===== config.mk =====
export PLATFORM = sky130hd
export DESIGN_NAME = multi_channel_serial_shifter_flat
export DESIGN_NICKNAME = d
export VERILOG_FILES = /design/src/rtl/multi_channel_serial_shifter_pkg.sv /design/src/rtl/multi_channel_serial_shifter_if.sv /design/src/rtl/multi_channel_serial_shifter_shift_step.sv /design/src/rtl/multi_channel_serial_shifter.sv /design/src/flat_wrapper.sv
export SDC_FILE = /design/constraint.sdc
export NUM_CORES = 1
export LEC_CHECK = 0
export CAP_MARGIN = 40
export CORE_ASPECT_RATIO = 1.1
export CORE_UTILIZATION = 40
export CTS_BUF_LIST = sky130_fd_sc_hd__clkbuf_4 sky130_fd_sc_hd__clkbuf_8
export DETAILED_ROUTE_END_ITERATION = 16
export PLACE_DENSITY = 0.68
export SETUP_SLACK_MARGIN = 0.2
export SYNTH_ARGS = -nofsm -noshare
export SYNTH_HDL_FRONTEND = slang
export SYNTH_SLANG_ARGS = --single-unit

===== constraint.sdc =====
create_clock -name clock -period 1.9 [get_ports clock]
set_input_delay 0.19 -clock clock [delete_from_list [all_inputs] [get_ports clock]]
set_output_delay 0.19 -clock clock [all_outputs]
set_load 0.1 [all_outputs]

===== src/rtl/multi_channel_serial_shifter_pkg.sv =====
// Shared types for the multi-channel serial shifter: op codes, FSM states, legality check.
// ROTATE_EN selects whether ROL/ROR are legal ops.
package shifter_pkg;

  localparam int OP_W = 3;

  typedef enum logic [OP_W-1:0] {
    SLL = 3'd0,
    SRL = 3'd1,
    SRA = 3'd2,
    ROL = 3'd3,
    ROR = 3'd4
  } shift_op_t;

  typedef enum logic [1:0] {
    IDLE  = 2'd0,
    SHIFT = 2'd1,
    DONE  = 2'd2
  } state_t;

  function automatic logic op_legal(input logic [OP_W-1:0] op);
`ifdef ROTATE_EN
    return op <= 3'd4;
`else
    return op <= 3'd2;
`endif
  endfunction

endpackage


===== src/rtl/multi_channel_serial_shifter_if.sv =====
// Request/result handshake bundle for the multi-channel serial shifter.
interface multi_channel_serial_shifter_if #(
  parameter int WIDTH    = 8,
  parameter int CHANNELS = 2,
  parameter int SHAMT_W  = $clog2(WIDTH)
);
  import shifter_pkg::*;

  logic                      in_valid;
  logic                      in_ready;
  logic [OP_W-1:0]           in_op;
  logic [SHAMT_W-1:0]        in_shamt;
  logic [CHANNELS*WIDTH-1:0] in_data;
  logic                      out_valid;
  logic                      out_ready;
  logic [CHANNELS*WIDTH-1:0] out_data;
  logic [CHANNELS-1:0]       out_carry;
  logic                      out_err;

  modport master (
    output in_valid, in_op, in_shamt, in_data, out_ready,
    input  in_ready, out_valid, out_data, out_carry, out_err
  );

  modport slave (
    input  in_valid, in_op, in_shamt, in_data, out_ready,
    output in_ready, out_valid, out_data, out_carry, out_err
  );
endinterface


===== src/rtl/multi_channel_serial_shifter_shift_step.sv =====
// One-position combinational shift of a single lane; bit_out is the bit leaving the lane.
// Rotate wrap paths exist only when ROTATE_EN is defined.
module shift_step
  import shifter_pkg::*;
#(
  parameter int WIDTH = 8
) (
  input  logic [WIDTH-1:0] lane,
  input  logic [OP_W-1:0]  op,
  output logic [WIDTH-1:0] next_lane,
  output logic             bit_out
);

  always_comb begin
    next_lane = lane;
    bit_out   = 1'b0;
    case (op)
      SLL: begin
        next_lane = {lane[WIDTH-2:0], 1'b0};
        bit_out   = lane[WIDTH-1];
      end
      SRL: begin
        next_lane = {1'b0, lane[WIDTH-1:1]};
        bit_out   = lane[0];
      end
      SRA: begin
        next_lane = {lane[WIDTH-1], lane[WIDTH-1:1]};
        bit_out   = lane[0];
      end
`ifdef ROTATE_EN
      ROL: begin
        next_lane = {lane[WIDTH-2:0], lane[WIDTH-1]};
        bit_out   = lane[WIDTH-1];
      end
      ROR: begin
        next_lane = {lane[0], lane[WIDTH-1:1]};
        bit_out   = lane[0];
      end
`endif
      default: begin
        next_lane = lane;
        bit_out   = 1'b0;
      end
    endcase
  end

endmodule


===== src/rtl/multi_channel_serial_shifter.sv =====
// Iterative multi-lane shifter: one bit position per clock, valid/ready on both sides.
// ROTATE_EN enables ROL/ROR; without it those op codes report out_err.
module multi_channel_serial_shifter
  import shifter_pkg::*;
#(
  parameter int WIDTH    = 8,
  parameter int CHANNELS = 2,
  parameter int SHAMT_W  = $clog2(WIDTH)
) (
  input  logic                          clock,
  input  logic                          reset,
  multi_channel_serial_shifter_if.slave bus
);

  localparam int DW = CHANNELS * WIDTH;

  state_t             state;
  logic [OP_W-1:0]    op_q;
  logic [SHAMT_W-1:0] count;
  logic [DW-1:0]      data_q;
  logic [CHANNELS-1:0] carry_q;
  logic               err_q;
  logic               in_ready_q;
  logic               out_valid_q;
  logic [DW-1:0]      next_data;
  logic [CHANNELS-1:0] next_carry;

  for (genvar i = 0; i < CHANNELS; i++) begin : g_lane
    shift_step #(.WIDTH(WIDTH)) u_step (
      .lane      (data_q[i*WIDTH +: WIDTH]),
      .op        (op_q),
      .next_lane (next_data[i*WIDTH +: WIDTH]),
      .bit_out   (next_carry[i])
    );
  end

  always_ff @(posedge clock) begin
    if (reset) begin
      state       <= IDLE;
      op_q        <= '0;
      count       <= '0;
      data_q      <= '0;
      carry_q     <= '0;
      err_q       <= 1'b0;
      in_ready_q  <= 1'b1;
      out_valid_q <= 1'b0;
    end else begin
      case (state)
        IDLE: begin
          if (bus.in_valid) begin
            data_q     <= bus.in_data;
            op_q       <= bus.in_op;
            count      <= bus.in_shamt;
            carry_q    <= '0;
            err_q      <= !op_legal(bus.in_op);
            in_ready_q <= 1'b0;
            if (op_legal(bus.in_op) && bus.in_shamt != '0) begin
              state <= SHIFT;
            end else begin
              state       <= DONE;
              out_valid_q <= 1'b1;
            end
          end
        end
        SHIFT: begin
          data_q  <= next_data;
          carry_q <= next_carry;
          count   <= count - 1'b1;
          if (count == SHAMT_W'(1)) begin
            state       <= DONE;
            out_valid_q <= 1'b1;
          end
        end
        DONE: begin
          // Results stay frozen until the consumer takes them.
          if (bus.out_ready) begin
            state       <= IDLE;
            out_valid_q <= 1'b0;
            in_ready_q  <= 1'b1;
          end
        end
        default: begin
          state       <= IDLE;
          in_ready_q  <= 1'b1;
          out_valid_q <= 1'b0;
        end
      endcase
    end
  end

  assign bus.in_ready  = in_ready_q;
  assign bus.out_valid = out_valid_q;
  assign bus.out_data  = data_q;
  assign bus.out_carry = carry_q;
  assign bus.out_err   = err_q;

endmodule


===== src/flat_wrapper.sv =====
// flat-port wrapper written by rule: the top's interface ports become plain ports
module multi_channel_serial_shifter_flat import shifter_pkg::*;
#(
  parameter int WIDTH    = 8,
  parameter int CHANNELS = 2,
  parameter int SHAMT_W  = $clog2(WIDTH)
)
  (clock, reset, bus_in_valid, bus_in_op, bus_in_shamt, bus_in_data, bus_out_ready, bus_in_ready, bus_out_valid, bus_out_data, bus_out_carry, bus_out_err);
  multi_channel_serial_shifter_if #(.WIDTH(WIDTH), .CHANNELS(CHANNELS), .SHAMT_W(SHAMT_W)) bus_i ();
  input  logic clock;
  input  logic reset;
  input wire logic [$bits(bus_i.in_valid)-1:0] bus_in_valid;
  input wire logic [$bits(bus_i.in_op)-1:0] bus_in_op;
  input wire logic [$bits(bus_i.in_shamt)-1:0] bus_in_shamt;
  input wire logic [$bits(bus_i.in_data)-1:0] bus_in_data;
  input wire logic [$bits(bus_i.out_ready)-1:0] bus_out_ready;
  output wire logic [$bits(bus_i.in_ready)-1:0] bus_in_ready;
  output wire logic [$bits(bus_i.out_valid)-1:0] bus_out_valid;
  output wire logic [$bits(bus_i.out_data)-1:0] bus_out_data;
  output wire logic [$bits(bus_i.out_carry)-1:0] bus_out_carry;
  output wire logic [$bits(bus_i.out_err)-1:0] bus_out_err;
  assign bus_i.in_valid = bus_in_valid;
  assign bus_i.in_op = bus_in_op;
  assign bus_i.in_shamt = bus_in_shamt;
  assign bus_i.in_data = bus_in_data;
  assign bus_i.out_ready = bus_out_ready;
  assign bus_in_ready = bus_i.in_ready;
  assign bus_out_valid = bus_i.out_valid;
  assign bus_out_data = bus_i.out_data;
  assign bus_out_carry = bus_i.out_carry;
  assign bus_out_err = bus_i.out_err;
  multi_channel_serial_shifter #(.WIDTH(WIDTH), .CHANNELS(CHANNELS), .SHAMT_W(SHAMT_W)) u_core (.clock(clock), .reset(reset), .bus(bus_i));
endmodule

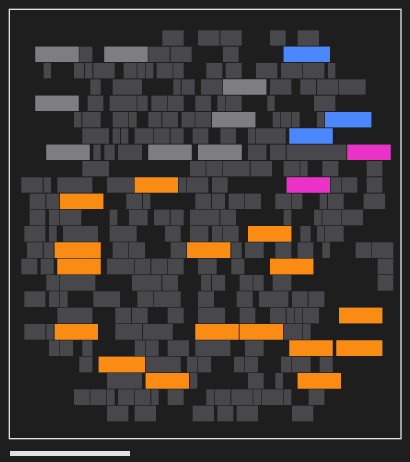
(register map, names as in the netlist)
Bar = 20 µm. Other sequential cells in the stronger grey, the rest of the logic in the fainter grey.
name in the netlist	colour	flops
u_core.bus.out_carry	magenta	2
u_core.op_q	blue	3
u_core.bus.out_data	orange	16
not coloured	8
fraction of area in registers: 24.48%
Storage cell area: 586.8 µm²

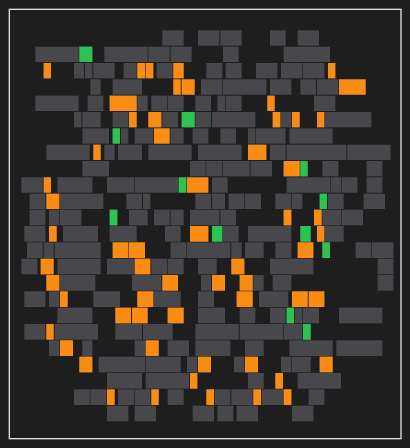
(gate-type map)
family	colour	cells
nand cells	green	12
nor cells	orange	59
most numerous logic cell after layout: buf_4
Comb area share: 44.68%
Final Non-Filler Cells: 307

==> flow_summary.json <==
{
  "tns_ns": 0,
  "ys_async_sr_fraction_pct": 0,
  "logic_area_mm2": 0.001071,
  "avgRoutedWirePerCell_um": 14.74,
  "syn_area_mm2": 0.001747,
  "grt_pass1_wl_mm": 7.590,
  "dp_hpwl_mm": 3.260,
  "max_freq_ghz": 0.6316,
  "synthAoiAreaFrac_pct": 32.23,
  "status": "complete, no violations",
  "critPathRequiredTime_ns": 2.08,
  "rsz0062_at_grt": "yes",
  "fin_crit_ns": 1.583,
  "syn_inst": 201,
  "dr_total_vias": 1656,
  "critical_path_class": "reg2reg",
  "slew_violations": 0,
  "num-multi-input-gates": 146,
  "fill_cells": 397,
  "power_report.internal_total_w": 0.001797,
  "seq_area_frac_synth_pct": 33.24,
  "holdBufCountCts": 0,
  "overflow": 0,
  "via_per_inst": 5.394,
  "clock_sinks": 29,
  "synth_flop_count": 29,
  "post-route-period-util_pct": 83.33,
  "min_from": "u_core.bus.out_valid",
  "rows": 24,
  "crit_chain": "inv_1, a31oi_2, buf_4, a211oi_1, a221oi_1",
  "met2_length_mm": 2.116
}
-- routing by layer --
layer | track usage, % | vias up
li1 | - | 850
met2 | 31.60 | 31
met1 | 30.03 | 769
met5 | 0 | -
met4 | 7.407 | 0
met3 | 5.414 | 6
-- metrics by stage --
step | setup WS (ns) | util [%] | total power, W | instances | instance area, µm²
floorplan | 0.1902 | - | 0.002696 | 201 | 1750
finish | 0.3167 | 58.70 | 0.003787 | 307 | 2397
global route | 0.1629 | 58.70 | 0.003997 | 307 | 2397
CTS | 0.2523 | 57.94 | 0.003771 | 305 | 2366
detailed placement | 0.1119 | 55.45 | 0.003229 | 298 | 2265
global placement | 0.1367 | 55.45 | 0.003225 | 298 | 2265
No activity file was given, so power comes from the tool's default toggle rates.
